$ cat src/rtl/wbcon_exec_pipe.sv
// Pipelined Wishbone execution engine: issues set-address/write/read commands as
// overlapping Wishbone transactions and returns one in-order result per command.
module wbcon_exec_pipe #(
    parameter int WB_ADDR_WIDTH     = 24,
    parameter int WB_DATA_WIDTH     = 32,
    parameter int WB_SEL_WIDTH      = (WB_DATA_WIDTH + 7) / 8,
    parameter int BYTE_ADDR_WIDTH   = $clog2(WB_SEL_WIDTH),
    parameter int SERIAL_ADDR_WIDTH = WB_ADDR_WIDTH + BYTE_ADDR_WIDTH,
    parameter int MAX_OUTSTANDING   = 4
) (
    input  logic                         i_clk,
    input  logic                         i_rst_n,
    input  logic                         i_cmd_tvalid,
    output logic                         o_cmd_tready,
    input  logic                         i_cmd_op_set_address,
    input  logic                         i_cmd_op_write_word,
    input  logic                         i_cmd_op_read_word,
    input  logic                         i_cmd_inc,
    input  logic [SERIAL_ADDR_WIDTH-1:0] i_cmd_hw_addr,
    input  logic [WB_DATA_WIDTH-1:0]     i_cmd_hw_data,
    output logic                         o_cres_tvalid,
    input  logic                         i_cres_tready,
    output logic                         o_cres_op_set_address,
    output logic                         o_cres_op_write_word,
    output logic                         o_cres_op_read_word,
    output logic [WB_DATA_WIDTH-1:0]     o_cres_hw_data,
    output logic                         o_cres_bus_err,
    output logic                         o_cres_bus_rty,
    output logic                         o_wb_cyc,
    output logic                         o_wb_stb,
    output logic                         o_wb_we,
    output logic [WB_ADDR_WIDTH-1:0]     o_wb_adr,
    output logic [WB_DATA_WIDTH-1:0]     o_wb_dat,
    output logic [WB_SEL_WIDTH-1:0]      o_wb_sel,
    input  logic                         i_wb_stall,
    input  logic                         i_wb_ack,
    input  logic                         i_wb_err,
    input  logic                         i_wb_rty,
    input  logic [WB_DATA_WIDTH-1:0]     i_wb_dat
);
    localparam int PW = $clog2(MAX_OUTSTANDING);
    localparam int CW = PW + 1;
    localparam logic [SERIAL_ADDR_WIDTH-1:0] ADDR_INC = SERIAL_ADDR_WIDTH'(1) << BYTE_ADDR_WIDTH;

    logic [SERIAL_ADDR_WIDTH-1:0] r_addr;
    logic [CW-1:0]                r_out;
    logic                         r_tag_we [MAX_OUTSTANDING];
    logic [PW-1:0]                r_tag_wp, r_tag_rp;
    logic [2:0]                   r_res_op   [MAX_OUTSTANDING];
    logic [WB_DATA_WIDTH-1:0]     r_res_data [MAX_OUTSTANDING];
    logic                         r_res_err  [MAX_OUTSTANDING];
    logic                         r_res_rty  [MAX_OUTSTANDING];
    logic [PW-1:0]                r_res_wp, r_res_rp;
    logic [CW-1:0]                r_res_cnt;
    logic                         r_wb_cyc, r_wb_stb, r_wb_we;
    logic [WB_ADDR_WIDTH-1:0]     r_wb_adr;
    logic [WB_DATA_WIDTH-1:0]     r_wb_dat;
    logic [WB_SEL_WIDTH-1:0]      r_wb_sel;

    logic                     w_is_set, w_is_wr, w_is_rd, w_is_bad;
    logic [CW:0]              w_credit;
    logic                     w_acc, w_acc_set, w_acc_rw, w_term, w_term_we;
    logic                     w_push, w_pop, w_stb_next;
    logic [CW-1:0]            w_out_next;
    logic [2:0]               w_push_op;
    logic [WB_DATA_WIDTH-1:0] w_push_data;

    assign w_is_set  = i_cmd_op_set_address & ~i_cmd_op_write_word & ~i_cmd_op_read_word;
    assign w_is_wr   = ~i_cmd_op_set_address & i_cmd_op_write_word & ~i_cmd_op_read_word;
    assign w_is_rd   = ~i_cmd_op_set_address & ~i_cmd_op_write_word & i_cmd_op_read_word;
    assign w_is_bad  = ~(w_is_set | w_is_wr | w_is_rd);
    assign w_credit  = {1'b0, r_out} + {1'b0, r_res_cnt};
    assign w_term    = (i_wb_ack | i_wb_err | i_wb_rty) && (r_out != '0);
    assign w_term_we = r_tag_we[r_tag_rp];

    // Ready never looks at i_cres_tready; the credit count already covers result space.
    always_comb begin
        o_cmd_tready = 1'b0;
        if (i_rst_n) begin
            if (w_is_bad)
                o_cmd_tready = 1'b1;
            else if (w_is_set)
                o_cmd_tready = (r_out == '0) && !r_wb_stb && (r_res_cnt != CW'(MAX_OUTSTANDING));
            else
                o_cmd_tready = (w_credit < (CW+1)'(MAX_OUTSTANDING)) && (!r_wb_stb || !i_wb_stall);
        end
    end

    always_comb begin
        w_acc       = i_cmd_tvalid && o_cmd_tready;
        w_acc_set   = w_acc && w_is_set;
        w_acc_rw    = w_acc && (w_is_wr || w_is_rd);
        w_pop       = (r_res_cnt != '0) && i_cres_tready;
        w_push      = w_acc_set || w_term;
        w_push_op   = w_acc_set ? 3'b100 : (w_term_we ? 3'b010 : 3'b001);
        w_push_data = (w_term && !w_term_we) ? i_wb_dat : '0;
        w_out_next  = r_out + CW'(w_acc_rw) - CW'(w_term);
        w_stb_next  = w_acc_rw || (r_wb_stb && i_wb_stall);
    end

    always_ff @(posedge i_clk) begin
        if (w_acc_rw)
            r_tag_we[r_tag_wp] <= i_cmd_op_write_word;
        if (w_push) begin
            r_res_op[r_res_wp]   <= w_push_op;
            r_res_data[r_res_wp] <= w_push_data;
            r_res_err[r_res_wp]  <= w_term && i_wb_err;
            r_res_rty[r_res_wp]  <= w_term && i_wb_rty;
        end
    end

    always_ff @(posedge i_clk) begin
        if (!i_rst_n) begin
            r_addr    <= '0;
            r_out     <= '0;
            r_tag_wp  <= '0;
            r_tag_rp  <= '0;
            r_res_wp  <= '0;
            r_res_rp  <= '0;
            r_res_cnt <= '0;
            r_wb_cyc  <= 1'b0;
            r_wb_stb  <= 1'b0;
            r_wb_we   <= 1'b0;
            r_wb_adr  <= '0;
            r_wb_dat  <= '0;
            r_wb_sel  <= '0;
        end else begin
            if (w_acc_set)
                r_addr <= i_cmd_hw_addr;
            else if (w_acc_rw && i_cmd_inc)
                r_addr <= r_addr + ADDR_INC;
            if (w_acc_rw)
                r_tag_wp <= r_tag_wp + PW'(1);
            if (w_term)
                r_tag_rp <= r_tag_rp + PW'(1);
            if (w_push)
                r_res_wp <= r_res_wp + PW'(1);
            if (w_pop)
                r_res_rp <= r_res_rp + PW'(1);
            r_res_cnt <= r_res_cnt + CW'(w_push) - CW'(w_pop);
            r_out     <= w_out_next;
            r_wb_stb  <= w_stb_next;
            r_wb_cyc  <= w_stb_next || (w_out_next != '0);
            if (w_acc_rw) begin
                r_wb_we  <= i_cmd_op_write_word;
                r_wb_adr <= r_addr[SERIAL_ADDR_WIDTH-1:BYTE_ADDR_WIDTH];
                r_wb_dat <= i_cmd_op_write_word ? i_cmd_hw_data : '0;
                r_wb_sel <= '1;
            end
        end
    end

    assign o_wb_cyc = r_wb_cyc;
    assign o_wb_stb = r_wb_stb;
    assign o_wb_we  = r_wb_we;
    assign o_wb_adr = r_wb_adr;
    assign o_wb_dat = r_wb_dat;
    assign o_wb_sel = r_wb_sel;

    // Result payload is masked when empty so stale FIFO contents never reach the port.
    assign o_cres_tvalid         = (r_res_cnt != '0);
    assign o_cres_op_set_address = o_cres_tvalid && r_res_op[r_res_rp][2];
    assign o_cres_op_write_word  = o_cres_tvalid && r_res_op[r_res_rp][1];
    assign o_cres_op_read_word   = o_cres_tvalid && r_res_op[r_res_rp][0];
    assign o_cres_hw_data        = o_cres_tvalid ? r_res_data[r_res_rp] : '0;
    assign o_cres_bus_err        = o_cres_tvalid && r_res_err[r_res_rp];
    assign o_cres_bus_rty        = o_cres_tvalid && r_res_rty[r_res_rp];
endmodule

$ cat config.mk
export PLATFORM = sky130hd
export DESIGN_NAME = wbcon_exec_pipe
export DESIGN_NICKNAME = d
export VERILOG_FILES = /design/src/rtl/wbcon_exec_pipe.sv
export SDC_FILE = /design/constraint.sdc
export NUM_CORES = 1
export LEC_CHECK = 0
export ABC_AREA = 0
export CAP_MARGIN = 20
export CORE_MARGIN = 5
export CORE_UTILIZATION = 55
export DETAILED_ROUTE_END_ITERATION = 10
export DONT_BUFFER_PORTS = 1
export PLACE_DENSITY = 0.73
export REMOVE_ABC_BUFFERS = 1
export SLEW_MARGIN = 40
export SYNTH_ARGS = -nofsm -noshare
export SYNTH_HDL_FRONTEND = slang
export SYNTH_SLANG_ARGS = --single-unit
$ cat constraint.sdc
create_clock -name i_clk -period 3.94 [get_ports i_clk]
set_input_delay 0.788 -clock i_clk [delete_from_list [all_inputs] [get_ports i_clk]]
set_output_delay 0.788 -clock i_clk [all_outputs]
set_load 0.02 [all_outputs]
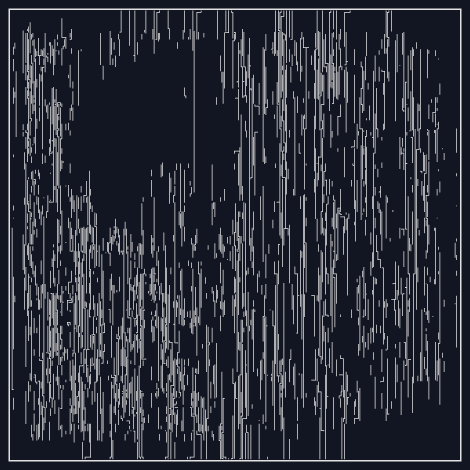
run_1/m2.png
(3 px per µm)
wire length on this layer: 10800 µm
share of all routed wire: 48%
main direction: vertical
nets with wire on the layer: 798
total number of vias: 6637
Total Wirelength: 22640 µm

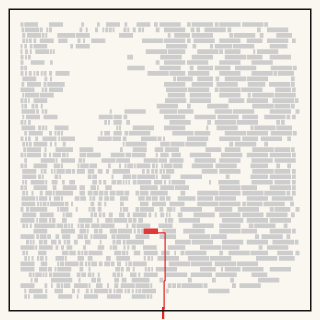
run_1/port_trees.png
(2 px per µm)
| colour | port | direction | edge | end cells | buffers | wire |
|---|---|---|---|---|---|---|
| red | o_wb_cyc | output | bottom | 1 | 0 | 42.9 µm |
# IOs: 204
I/O Buffers: 0

==> flow_summary_export.csv, run 1 <==
group,metric,value,unit
outcome,status,"completed",
worst_setup_path,reg2reg_slack,0.30,ns
final_timing,worst_pin_slew,0.8266,ns
synth,ys_sh_aoi,7.274,%
worst_hold_path,worstHoldPathType,"input port to flip-flop",
synth,top_area_cell,"edfxtp_1",
run,warning_count,33,
cells_and_area,final_area,11900,µm²
worst_setup_path,path_buffers,3,
floorplan,dieHeight,150.0,µm
synth,yosys-top-cells-area,"edfxtp_1, dfxtp_1, mux4_2",
clocking,insertion_delay,0.52,ns
synth,simple_gate_area_share,15.36,%
synth,ys_warn_count,0,
worst_setup_path,crit_slowest_cell,"or4b_1",
global_routing,grt_antenna_before_repair,1,
worst_setup_path,endpoint,"r_res_cnt[2]",
synth,syn_area_per_cell,12.44,µm²
worst_setup_path,slowest_delay,0.50,ns
pwr,pwr_density_cell,699.1,nW/µm²
worst_setup_path,path_class,"flip-flop to flip-flop",
synth,synth_area,10790,µm²
final_timing,hold_violations,0,
clocking,clk_pin_slew_worst_paths,0.06,ns
placement,place_ws,0.2123,ns
clocking,cts_hold_buf,0,
clocking,clkSinkCount,254,
synth,logic_family,"simple AND/OR/NAND/NOR gates",
global_routing,grt_first_pass_wirelength,36020,µm
final_timing,min_period,3.641,ns
placement,dpl_cell_area,11030,µm²
route,drt_iter0_drc,311,
clocking,post_cts_buffers,0,
clocking,numCtsBuffers,26,
route,drc,0,
final_timing,max_slew_margin,44.82,%
cells_and_area,regMostFlops,"r_res_data",
cells_and_area,drive_gt1_share,14.88,%
pwr,p_leak,0.003992,µW
clocking,cts_buffer_depth,3,
worst_setup_path,crit_required,4.31,ns
final_timing,setup-tns-final,0,ns
worst_setup_path,r2r_cells,14,
final_timing,max_freq,274.7,MHz
floorplan,die_w,150.0,µm
cells_and_area,lay_top_count,"edfxtp_1",
synth,synth_seq_share,61.25,%
placement,dp_hpwl,14040,µm
clocking,htree_levels,1,
synth,mux_share,9.896,%
worst_setup_path,cp_cell_sequence,"ha_1 -> or4b_1 -> or3b_4 -> a21o_2 -> inv_2 -> nor2_1 -> ha_1 -> inv_1 -> ha_1 -> inv_1 -> fa_1 -> xor2_1 -> xnor2_1 -> nor2_1",
placement,globalplace.congestion,0.8380,
worst_setup_path,crit_path_max_fanout,9,
synth,synth_cell_types,47,
cells_and_area,n_antenna_cell,0,
route,viasPerCell,5.863,
worst_setup_path,critPathLaunch,"r_out[2]",
synth,synthTopCellsByCount,"edfxtp_1, nand2_1, dfxtp_1",
final_timing,final.period_utilization,92.41,%
synth,post-synth-top-count-cell,"edfxtp_1",
cells_and_area,lay_top_cells,"edfxtp_1, nand2_1, dfxtp_1, and2_1, a21oi_1",
worst_hold_path,hold_path_depth,0,
worst_hold_path,hp-start,"i_cmd_op_write_word",
final_timing,drv_slew,0,
worst_setup_path,critPathCaptureType,"flip-flop",
run,maxCapViolations,0,
synth,ys.flops,254,
worst_setup_path,arrival,4.01,ns
final_timing,skew,0.01109,ns
worst_hold_path,min_to,"r_tag_we[1]",
worst_setup_path,timing.rr.start,"r_out[2]",
final_timing,setup_ws,0.2991,ns
route,drtPass1Iterations,4,
clocking,ctsResizeCount,0,
synth,synthCells,867,
worst_setup_path,path_common_cell,"ha_1",
synth,ys_chip_area,10790,µm²
global_routing,grt_max_degree,65,
cells_and_area,largest_register_ffs,128,
worst_setup_path,cp_top_family,"simple AND/OR/NAND/NOR gates",
synth,synthAdderAreaFrac,2.111,%
floorplan,initial_core_util,55.60,%
final_timing,holdWs,0.3776,ns
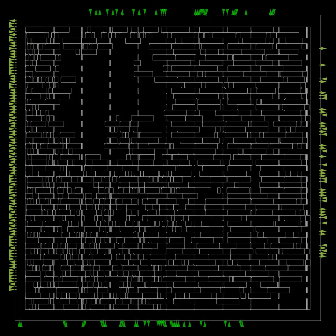
run_1/placed.png
fin util: 61.33%
row count: 51
final cell count without fillers: 1132
area of the core: 19400 µm²

-- run 1: per-layer routing --
metal | vias to the layer above | track usage, % | wire length (µm)
li1 | 3111 | - | -
met1 | 3224 | 25.51 | 9103
met2 | 269 | 33.09 | 10780
met3 | 31 | 7.299 | 2398
met4 | 2 | 4.254 | 341
met5 | - | 0 | 13
-- run 1: power breakdown --
group | switching [µW] | internal [µW] | total, µW | leakage (µW)
clock network | 978 | 1480 | 2460 | 0.000427
registers | 196 | 3500 | 3690 | 0.00226
logic | 1340 | 824 | 2160 | 0.00130
-- run 1: cell type report --
type / instances / area, µm²
tap: 265 / 331.6
sequential: 254 / 6611
inverter: 15 / 58.81
multi-input combinational: 536 / 3871
clock buffer: 35 / 720.7
timing repair buffer: 14 / 155.1
fill: 1548 / 7501
clock inverter: 13 / 148.9
==> inputs of run 2 (changes only) <==
CORE_UTILIZATION = 37   (was 55)
PLACE_DENSITY = default   (was 0.73)
clock period = 3.9 ns   (was 3.94 ns; I/O delays follow)
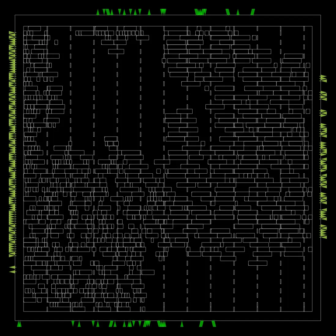
run_2/placed.png
fin util: 42.27%
Tapcell Cnt: 384
sequential cell area share: 54.33%
seq_cells: 254
final cell count without fillers: 1257

==> run 2 against run 1 <==
Against the previous run:
- non-clock buffer count grew 3
- maximum frequency up 6.2%
- area after synthesis unchanged
- cell count rose by 11%
- synthesized cell count is the same
- clock power rose by 8.9%
- critical endpoint unchanged
- combinational power grew 5%
- flip-flop count unchanged
- sequential power is essentially flat
==> flow_summary_export.csv, run 2 <==
group,metric,value,unit
outcome,status,"completed",
clocking,cts_tree,"done",
cells_and_area,lay_top_cells,"edfxtp_1, nand2_1, dfxtp_1, and2_1, a21oi_1",
synth,ys_warn_count,0,
synth,post-synth-top-count-cell,"edfxtp_1",
global_routing,grt_max_degree,65,
clocking,insertion_delay,0.54,ns
route,drtPass1Iterations,4,
synth,synthCells,867,
cells_and_area,drive_gt1_share,15.35,%
placement,place_ws,0.3628,ns
synth,synth_area,10790,µm²
worst_hold_path,hp-start,"i_cmd_op_write_word",
synth,ys_cells,867,
route,wl_met1,10540,µm
run,warning_count,33,
route,viasPerCell,5.293,
floorplan,io_pins,204,
cells_and_area,regMostFlops,"r_res_data",
synth,yosys-top-cells-area,"edfxtp_1, dfxtp_1, mux4_2",
route,wl,24530,µm
floorplan,num_rows,62,
clocking,clkSinkCount,254,
worst_hold_path,hold_path_depth,0,
global_routing,grt_antenna_before_repair,1,
pwr,pwr_density_cell,711.3,nW/µm²
floorplan,chipArea,32660,µm²
placement,globalplace.congestion,0.7880,
synth,synth_cell_types,47,
global_routing,grt_use_met2,23.15,%
route,detail-route-antenna-nets,0,
floorplan,die_w,180.7,µm
clocking,clk_pin_slew_worst_paths,0.06,ns
synth,ys_chip_area,10790,µm²
synth,synth-async-reset-ratio,0,%
placement,port_buffers,0,
final_timing,worst_pin_slew,0.7997,ns
worst_setup_path,reg2reg_slack,0.47,ns
pwr,p_leak,0.004046,µW
route,met2_length,11250,µm
cells_and_area,final_area,12160,µm²
synth,xor_share,0.8933,%
synth,yosys.area.top_type_share,42.32,%
synth,logic_family,"simple AND/OR/NAND/NOR gates",
pwr,ir_drop,0.3069,mV
placement,placedCellCount,1206,
synth,top_area_cell,"edfxtp_1",
global_routing,globalRouteMet3Util,5.208,%
worst_setup_path,path_class,"flip-flop to flip-flop",
cells_and_area,syn_to_final_growth,12.78,%
clocking,numCtsBuffers,28,
synth,synth_seq_share,61.25,%
synth,ys_sh_aoi,7.274,%
synth,enable_flop_cells,152,
worst_setup_path,timing.rr.start,"r_out[2]",
floorplan,initial_core_util,37.48,%
pwr,combinationalPower,2260,µW
global_routing,grt_first_pass_wirelength,38570,µm
pwr,power_leader,"sequential cells",
pwr,p_sw_share,30.24,%
cells_and_area,lay_top_count,"edfxtp_1",
clocking,cts_hold_buf,0,
worst_setup_path,reg2reg_to,"r_res_cnt[2]",
cells_and_area,largest_register_ffs,128,
global_routing,first_global_vias,6670,
pwr,p_seq_share,42.9,%
final_timing,drv_slew,0,
worst_setup_path,arrival,3.83,ns
final_timing,setup_viol_count_final,0,
worst_setup_path,crit_path_max_fanout,9,
global_routing,busiest_layer,"met2",
clocking,htree_levels,1,
route,drc,0,
final_timing,final.period_utilization,87.91,%
worst_setup_path,crit_required,4.30,ns
worst_setup_path,endpoint,"r_res_cnt[2]",
global_routing,gr-usage-all-layers,14.44,%
worst_setup_path,critPathLaunch,"r_out[2]",
floorplan,coreArea,28780,µm²
worst_hold_path,worstHoldPathType,"input port to flip-flop",
final_timing,grt_setup_unrepaired,"no",
clocking,cts_buffer_depth,3,
pwr,powerSeq,3710,µW
final_timing,skew,0.02098,ns
final_timing,hold_violations,0,
synth,simple_gate_area_share,15.36,%
pwr,clkPwrFrac,30.9,%
cells_and_area,n_antenna_cell,0,
final_timing,holdWs,0.3395,ns
pwr,finalPower,8652,µW
synth,syn_area_per_cell,12.44,µm²
clocking,ctsResizeCount,0,
final_timing,setup_ws,0.4715,ns
synth,mux_share,9.896,%
synth,synthTopCellsByCount,"edfxtp_1, nand2_1, dfxtp_1",
synth,synth_top_flop_cell,"edfxtp_1",
final_timing,max_slew_margin,46.61,%
worst_hold_path,min_to,"r_tag_we[2]",
placement,dp_hpwl,15520,µm
route,wl_per_cell,19.52,µm
synth,ys.flops,254,
synth,synthAdderAreaFrac,2.111,%
placement,dpl_cell_area,11210,µm²
route,highest_layer,"met5",
global_routing,grt_use_met1,19.05,%
pwr,power_frac_comb,26.1,%
pwr,internal_power,6036,µW
final_timing,setup-tns-final,0,ns
route,vias,6653,
clocking,post_cts_buffers,0,
worst_setup_path,startpoint_type,"flip-flop",
clocking,cts_root_buf,"clkbuf_16",
global_routing,overflow,0,
final_timing,max_freq,291.7,MHz
pwr,pg_clk,2680,µW
worst_setup_path,critPathCaptureType,"flip-flop",
route,drt_iter0_drc,405,
final_timing,min_period,3.428,ns
run,maxCapViolations,0,
cells_and_area,layout.nets,971,
route,wl_met3,2338,µm
floorplan,dieHeight,180.7,µm
worst_setup_path,r2r_cells,14,
pwr,p_sw,2617,µW
-- run 2: cell counts after synthesis --
Identical to the previous run, type by type.
-- run 2: worst max-delay path, cell delays in order (launching register included) --
cell	delay (ns)
dfxtp_1	0.40
ha_1	0.25
or4b_1	0.49
or3b_4	0.44
a21o_2	0.24
inv_2	0.13
nor2_1	0.08
ha_1	0.29
inv_1	0.05
ha_1	0.13
inv_1	0.05
fa_1	0.38
xor2_1	0.18
xnor2_1	0.13
nor2_1	0.05
-- run 2: layout make-up --
type,count,area [µm²]
inverters,15,56.30
repair buffers,17,190.2
fillers,2625,16620
clock inverters,14,147.6
clock buffers,37,809.5
multi-input cells,536,3871
flip-flops and latches,254,6609
well taps,384,480.5
==> inputs of run 3 (changes only) <==
ABC_CLOCK_PERIOD_IN_PS = 3900   (was default)
MAX_ROUTING_LAYER = met4   (was default)
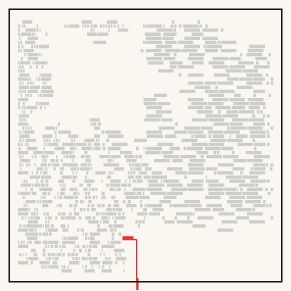
run_3/port_trees.png
(1.5 px per µm)
| colour | port | direction | edge | end cells | buffers | wire |
|---|---|---|---|---|---|---|
| red | o_wb_cyc | output | bottom | 1 | 0 | 30.1 µm |

==> run 3 against run 2 <==
Against the previous run:
- clock-buffer cell count unchanged
- die area unchanged
- combinational power about the same
- maximum frequency about the same
- first-iteration DRC count decreased by 13%
- non-clock buffer count unchanged
- flip-flop count unchanged
- total power about the same
- sequential power about the same
- sequential share of layout area about the same
- clock power about the same
- critical path type unchanged
- largest cell class unchanged
==> flow_summary_export.csv, run 3 <==
group,metric,value,unit
final_timing,setup-tns-final,0,ns
clocking,numCtsBuffers,28,
final_timing,grt_setup_unrepaired,"no",
clocking,cts_tree,"done",
final_timing,setup_viol_count_final,0,
cells_and_area,final_area,12170,µm²
synth,ys_chip_area,10790,µm²
global_routing,grt_use_met1,19.46,%
pwr,powerSeq,3710,µW
placement,dp_hpwl,15520,µm
clocking,clkSinkCount,254,
pwr,combinationalPower,2260,µW
synth,synth_top_flop_cell,"edfxtp_1",
synth,enable_flop_cells,152,
worst_setup_path,reg2reg_to,"r_res_cnt[2]",
route,highest_layer,"met4",
global_routing,grt_max_degree,65,
pwr,p_sw,2616,µW
worst_setup_path,path_common_cell,"ha_1",
global_routing,gr-usage-all-layers,14.89,%
synth,ys_warn_count,0,
worst_hold_path,hp-start,"i_cmd_op_write_word",
clocking,insertion_delay,0.53,ns
clocking,post_cts_buffers,0,
placement,placedCellCount,1206,
pwr,pwr_density_cell,711.1,nW/µm²
cells_and_area,lay_top_count,"edfxtp_1",
route,detail-route-antenna-nets,0,
global_routing,busiest_layer,"met2",
placement,port_buffers,0,
final_timing,final.period_utilization,87.99,%
worst_setup_path,path_class,"flip-flop to flip-flop",
outcome,status,"completed",
final_timing,worst_pin_slew,0.7955,ns
pwr,clkPwrFrac,31.0,%
synth,syn_area_per_cell,12.44,µm²
worst_hold_path,hold_path_depth,0,
synth,yosys.area.top_type_share,42.32,%
synth,synth-async-reset-ratio,0,%
floorplan,num_rows,62,
global_routing,grt_first_pass_wirelength,38540,µm
pwr,power_frac_comb,26.1,%
route,wl_per_cell,19.48,µm
route,viasPerCell,5.278,
global_routing,globalRouteMet3Util,4.665,%
final_timing,drv_slew,0,
final_timing,hold_violations,0,
pwr,power_leader,"sequential cells",
global_routing,overflow,0,
worst_setup_path,critPathLaunch,"r_out[2]",
synth,synthCells,867,
worst_setup_path,timing.rr.start,"r_out[2]",
route,vias,6640,
run,maxCapViolations,0,
final_timing,setup_ws,0.4684,ns
pwr,p_seq_share,42.9,%
synth,synthTopCellsByCount,"edfxtp_1, nand2_1, dfxtp_1",
placement,globalplace.congestion,0.7991,
synth,ys_cells,867,
pwr,pg_clk,2680,µW
floorplan,chipArea,32660,µm²
route,wl_met1,10710,µm
route,drtPass1Iterations,4,
synth,ys.flops,254,
final_timing,max_slew_margin,46.90,%
clocking,clk_pin_slew_worst_paths,0.06,ns
cells_and_area,largest_register_ffs,128,
worst_setup_path,worst-path-stages,14,
clocking,cts_hold_buf,0,
worst_hold_path,min_to,"r_tag_we[2]",
cells_and_area,drive_gt1_share,15.35,%
worst_setup_path,path_buffers,3,
pwr,p_sw_share,30.24,%
synth,yosys-top-cells-area,"edfxtp_1, dfxtp_1, mux4_2",
route,met2_length,11240,µm
pwr,ir_drop,0.3069,mV
worst_setup_path,endpoint,"r_res_cnt[2]",
final_timing,skew,0.01750,ns
floorplan,coreArea,28780,µm²
clocking,cts_root_buf,"clkbuf_16",
==> run 3: cell counts after synthesis <==
No cell type changed its count.
==> run 3: kinds of logic after synthesis <==
logic type	synth area share, %
muxes	9.896
DFF	61.25
and+or+nand+nor	15.36
AOI/OAI and AO/OA	7.274
buffers and inverters	3.213
adders and majority gates	2.111
xor gates and xnor gates	0.8932
==> run 3: area by class of cell <==
cell class | count | area, µm² | share of cell area [%]
clock inverters | 14 | 147.6 | 1.213
multi-input cells | 536 | 3871 | 31.82
repair buffers | 17 | 190.2 | 1.563
inverters | 15 | 56.30 | 0.4628
clock buffers | 37 | 809.5 | 6.654
flip-flops and latches | 254 | 6609 | 54.32
well taps | 384 | 480.5 | 3.949
diodes | 1 | 2.502 | 0.02057
Power figures rest on the tool's default switching activity, not on a simulated workload.
